$ cat src/rtl/vend_pkg.sv
// Shared definitions for the vending sequencer: state encoding and coin decoding.
package vend_pkg;

   localparam logic [1:0] ST_IDLE   = 2'd0;
   localparam logic [1:0] ST_CREDIT = 2'd1;
   localparam logic [1:0] ST_VEND   = 2'd2;
   localparam logic [1:0] ST_CHANGE = 2'd3;

   localparam logic [1:0] COIN_5        = 2'b01;
   localparam logic [1:0] COIN_10       = 2'b10;
   localparam logic [1:0] COIN_5_UNITS  = 2'd1;
   localparam logic [1:0] COIN_10_UNITS = 2'd2;

   // Zero units marks an unrecognised coin encoding.
   function automatic logic [1:0] coin_units(input logic [1:0] coin_type);
      logic [1:0] units;
      case (coin_type)
         COIN_5:  units = COIN_5_UNITS;
         COIN_10: units = COIN_10_UNITS;
         default: units = 2'd0;
      endcase
      return units;
   endfunction

endpackage

$ cat src/rtl/vend_price_table.sv
// Per-product price register file: synchronous write, combinational read.
module vend_price_table
   import vend_pkg::*;
#(
   parameter int NUM_PROD = 4,
   parameter int CRED_W   = 4,
   localparam int ID_W    = (NUM_PROD > 1) ? $clog2(NUM_PROD) : 1
) (
   input  logic              clk,
   input  logic              rst,
   input  logic              we_i,
   input  logic [ID_W-1:0]   waddr_i,
   input  logic [CRED_W-1:0] wdata_i,
   input  logic [ID_W-1:0]   raddr_i,
   output logic [CRED_W-1:0] rdata_o
);

   logic [CRED_W-1:0] price_q [NUM_PROD];

   // Price storage; reset leaves every product disabled.
   always_ff @(posedge clk) begin
      if (rst) begin
         for (int i = 0; i < NUM_PROD; i++) begin
            price_q[i] <= '0;
         end
      end else if (we_i) begin
         price_q[waddr_i] <= wdata_i;
      end
   end

   assign rdata_o = price_q[raddr_i];

endmodule

$ cat src/rtl/vend_sequencer.sv
// Vending transaction controller: credit accumulation, selection check,
// dispense handshake, change payout and cancel/timeout refund.
module vend_sequencer
   import vend_pkg::*;
#(
   parameter int NUM_PROD    = 4,
   parameter int CRED_W      = 4,
   parameter int CREDIT_MAX  = 12,
   parameter int TIMEOUT_CYC = 1024,
   localparam int ID_W       = (NUM_PROD > 1) ? $clog2(NUM_PROD) : 1
) (
   input  logic              clk,
   input  logic              rst,
   input  logic              coin_valid,
   input  logic [1:0]        coin_type,
   output logic              coin_reject,
   input  logic              sel_valid,
   input  logic [ID_W-1:0]   sel_id,
   output logic              sel_err,
   input  logic              cancel,
   input  logic              cfg_we,
   input  logic [ID_W-1:0]   cfg_addr,
   input  logic [CRED_W-1:0] cfg_price,
   output logic              vend_req,
   output logic [ID_W-1:0]   vend_id,
   input  logic              vend_ack,
   output logic              chg_req,
   input  logic              chg_ack,
   output logic [CRED_W-1:0] credit,
   output logic              busy
);

   localparam int                TO_W     = $clog2(TIMEOUT_CYC + 1);
   localparam logic [TO_W-1:0]   TO_LAST  = TO_W'(TIMEOUT_CYC - 1);
   localparam logic [TO_W-1:0]   TO_ONE   = TO_W'(1);
   localparam logic [CRED_W:0]   CMAX     = (CRED_W + 1)'(CREDIT_MAX);
   localparam logic [CRED_W-1:0] CRED_ONE = CRED_W'(1);

   logic [1:0]        state_q, state_d;
   logic [CRED_W-1:0] credit_q, credit_d;
   logic [TO_W-1:0]   to_q, to_d;
   logic [ID_W-1:0]   vend_id_q, vend_id_d;
   logic              coin_reject_q, coin_reject_d;
   logic              sel_err_q, sel_err_d;
   logic              vend_req_q, vend_req_d;
   logic              chg_req_q, chg_req_d;
   logic              busy_q, busy_d;

   logic [CRED_W-1:0] price_s;
   logic [1:0]        units_s;
   logic [CRED_W:0]   sum_s;
   logic              cancel_s;

   vend_price_table #(
      .NUM_PROD (NUM_PROD),
      .CRED_W   (CRED_W)
   ) u_price_table (
      .clk     (clk),
      .rst     (rst),
      .we_i    (cfg_we),
      .waddr_i (cfg_addr),
      .wdata_i (cfg_price),
      .raddr_i (sel_id),
      .rdata_o (price_s)
   );

   assign units_s  = coin_units(coin_type);
   assign sum_s    = {1'b0, credit_q} + {{(CRED_W - 1){1'b0}}, units_s};
   assign cancel_s = cancel && (state_q == ST_CREDIT);

   // Next-state, credit and pulse logic; priority is cancel > select > coin.
   always_comb begin
      state_d       = state_q;
      credit_d      = credit_q;
      to_d          = to_q;
      vend_id_d     = vend_id_q;
      coin_reject_d = 1'b0;
      sel_err_d     = 1'b0;
      case (state_q)
         ST_IDLE, ST_CREDIT: begin
            if (cancel_s) begin
               coin_reject_d = coin_valid;
               to_d          = '0;
               state_d       = ST_CHANGE;
            end else if (sel_valid) begin
               coin_reject_d = coin_valid;
               to_d          = '0;
               // Price 0 is a disabled slot; in IDLE credit 0 always fails.
               if ((price_s != '0) && (credit_q >= price_s)) begin
                  credit_d  = credit_q - price_s;
                  vend_id_d = sel_id;
                  state_d   = ST_VEND;
               end else begin
                  sel_err_d = 1'b1;
               end
            end else if (coin_valid) begin
               to_d = '0;
               if ((units_s != 2'd0) && (sum_s <= CMAX)) begin
                  credit_d = sum_s[CRED_W-1:0];
                  state_d  = ST_CREDIT;
               end else begin
                  coin_reject_d = 1'b1;
               end
            end else if (state_q == ST_CREDIT) begin
               if (to_q == TO_LAST) begin
                  to_d    = '0;
                  state_d = ST_CHANGE;
               end else begin
                  to_d = to_q + TO_ONE;
               end
            end else begin
               to_d = '0;
            end
         end
         ST_VEND: begin
            coin_reject_d = coin_valid;
            if (vend_ack) begin
               state_d = (credit_q != '0) ? ST_CHANGE : ST_IDLE;
            end else begin
               state_d = ST_VEND;
            end
         end
         ST_CHANGE: begin
            coin_reject_d = coin_valid;
            if (credit_q == '0) begin
               state_d = ST_IDLE;
            end else if (chg_ack) begin
               credit_d = credit_q - CRED_ONE;
               state_d  = (credit_q == CRED_ONE) ? ST_IDLE : ST_CHANGE;
            end else begin
               state_d = ST_CHANGE;
            end
         end
         default: begin
            state_d  = ST_IDLE;
            credit_d = '0;
            to_d     = '0;
         end
      endcase
      vend_req_d = (state_d == ST_VEND);
      chg_req_d  = (state_d == ST_CHANGE) && (credit_d != '0);
      busy_d     = (state_d == ST_VEND) || (state_d == ST_CHANGE);
   end

   // State and registered outputs; reset aborts any transaction outright.
   always_ff @(posedge clk) begin
      if (rst) begin
         state_q       <= ST_IDLE;
         credit_q      <= '0;
         to_q          <= '0;
         vend_id_q     <= '0;
         coin_reject_q <= 1'b0;
         sel_err_q     <= 1'b0;
         vend_req_q    <= 1'b0;
         chg_req_q     <= 1'b0;
         busy_q        <= 1'b0;
      end else begin
         state_q       <= state_d;
         credit_q      <= credit_d;
         to_q          <= to_d;
         vend_id_q     <= vend_id_d;
         coin_reject_q <= coin_reject_d;
         sel_err_q     <= sel_err_d;
         vend_req_q    <= vend_req_d;
         chg_req_q     <= chg_req_d;
         busy_q        <= busy_d;
      end
   end

   assign coin_reject = coin_reject_q;
   assign sel_err     = sel_err_q;
   assign vend_req    = vend_req_q;
   assign vend_id     = vend_id_q;
   assign chg_req     = chg_req_q;
   assign credit      = credit_q;
   assign busy        = busy_q;

endmodule

$ cat config.mk
export PLATFORM = sky130hd
export DESIGN_NAME = vend_sequencer
export DESIGN_NICKNAME = d
export VERILOG_FILES = /design/src/rtl/vend_pkg.sv /design/src/rtl/vend_price_table.sv /design/src/rtl/vend_sequencer.sv
export SDC_FILE = /design/constraint.sdc
export NUM_CORES = 1
export LEC_CHECK = 0
export ABC_AREA = 1
export ABC_CLOCK_PERIOD_IN_PS = 2500
export CAP_MARGIN = 20
export CORE_ASPECT_RATIO = 0.9
export CORE_MARGIN = 5
export CORE_UTILIZATION = 51
export DETAILED_ROUTE_END_ITERATION = 7
export PLACE_DENSITY = 0.87
export SKIP_LAST_GASP = 1
export SLEW_MARGIN = 10
export SYNTH_ARGS = -nofsm -noshare
export SYNTH_HDL_FRONTEND = slang
export SYNTH_SLANG_ARGS = --single-unit
$ cat constraint.sdc
create_clock -name clk -period 2.5 [get_ports clk]
set_clock_uncertainty 0.05 [all_clocks]
set_input_delay 0.5 -clock clk [delete_from_list [all_inputs] [get_ports clk]]
set_output_delay 0.5 -clock clk [all_outputs]
set_load 0.005 [all_outputs]
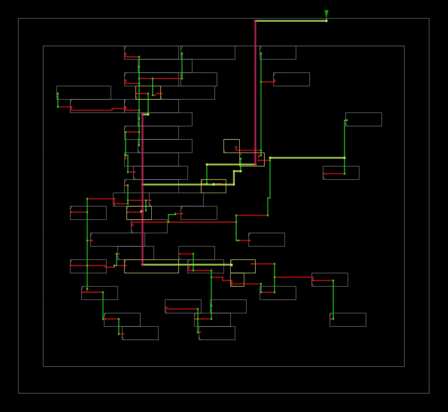
**Above:** clock routing.
Power Clock: 550 uW
cts bufs inserted: 5
num sequential: 40
Late-Pin Clk Latency: 0.30 ns

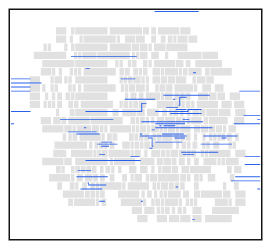
**Above:** metal 3.
(3 px per um) Cells faint in the background.
- wire length on this layer: 444 um
- nets with wire on the layer: 53
GR Layer Usage met3: 0.0389
via count: 2,554
WL final: 6510 um

==> Changelog: implementation <==
### Physical design

- Synth top cell by count: nand2_1
- Final setup vio count: 0
- CP dominant cell by count: nand3_1
- Htree depth: 2
- Hold Path End: vend_id[1]
- Worst Reg2Reg Path Length in Cells: 14
- Final std cells w/o fill: 471
- Dpl ws: -0.591 ns
- ANT nets after route: 0
- Max FFs per register: 16
- Chip Area: 6390 um2
- Clock transition at path regs: 0.09 ns
- Mux share: 0
- CP bufs+invs: 4
- WP data arrival: 2.52 ns
- Crit. Startpoint: sel_id[1]
- CP endpoint kind: register
- Chip area line of the yosys report: 2490 um2
- FF/Latch Area: 961 um2
- Tap cell count: 65
- Status: finished, final reports clean
- Slack of the critical path: 0.123 ns
- Port bufs: 28
- Asr flop ratio synth: 0
- Met3 wire len: 443 um
- Hold buffer count at CTS: 0
- Met1 usage: 0.239
- Internal: 1550 uW
- Most frequent cells in the layout: nand2_1, inv_1, nand3_1
- Worst Max-Slew Pin Slew: 0.667 ns
- Cell count after synthesis: 344
- Top pwr grp: combinational logic
- Combinational share of power: 0.447
- Row count: 24
- P_sw: 886 uW
- Dominant class by area: logic gates
- Synth top cells by count: nand2_1, nand3_1, inv_1
- Fill count: 377
- CTS tree: built
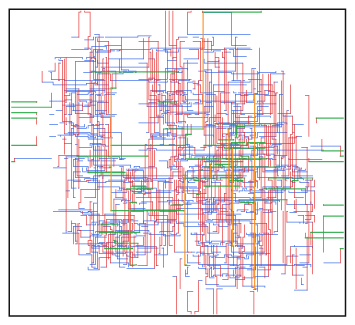
**Above:** wiring by layer.
(4 px per um)
- red: met2 (wire length 3,280 um)
- green: met3 (wire length 444 um)
- blue: met1 (wire length 2,590 um)
- orange: met4 (wire length 195 um)

Power and IR drop assume default switching activity.
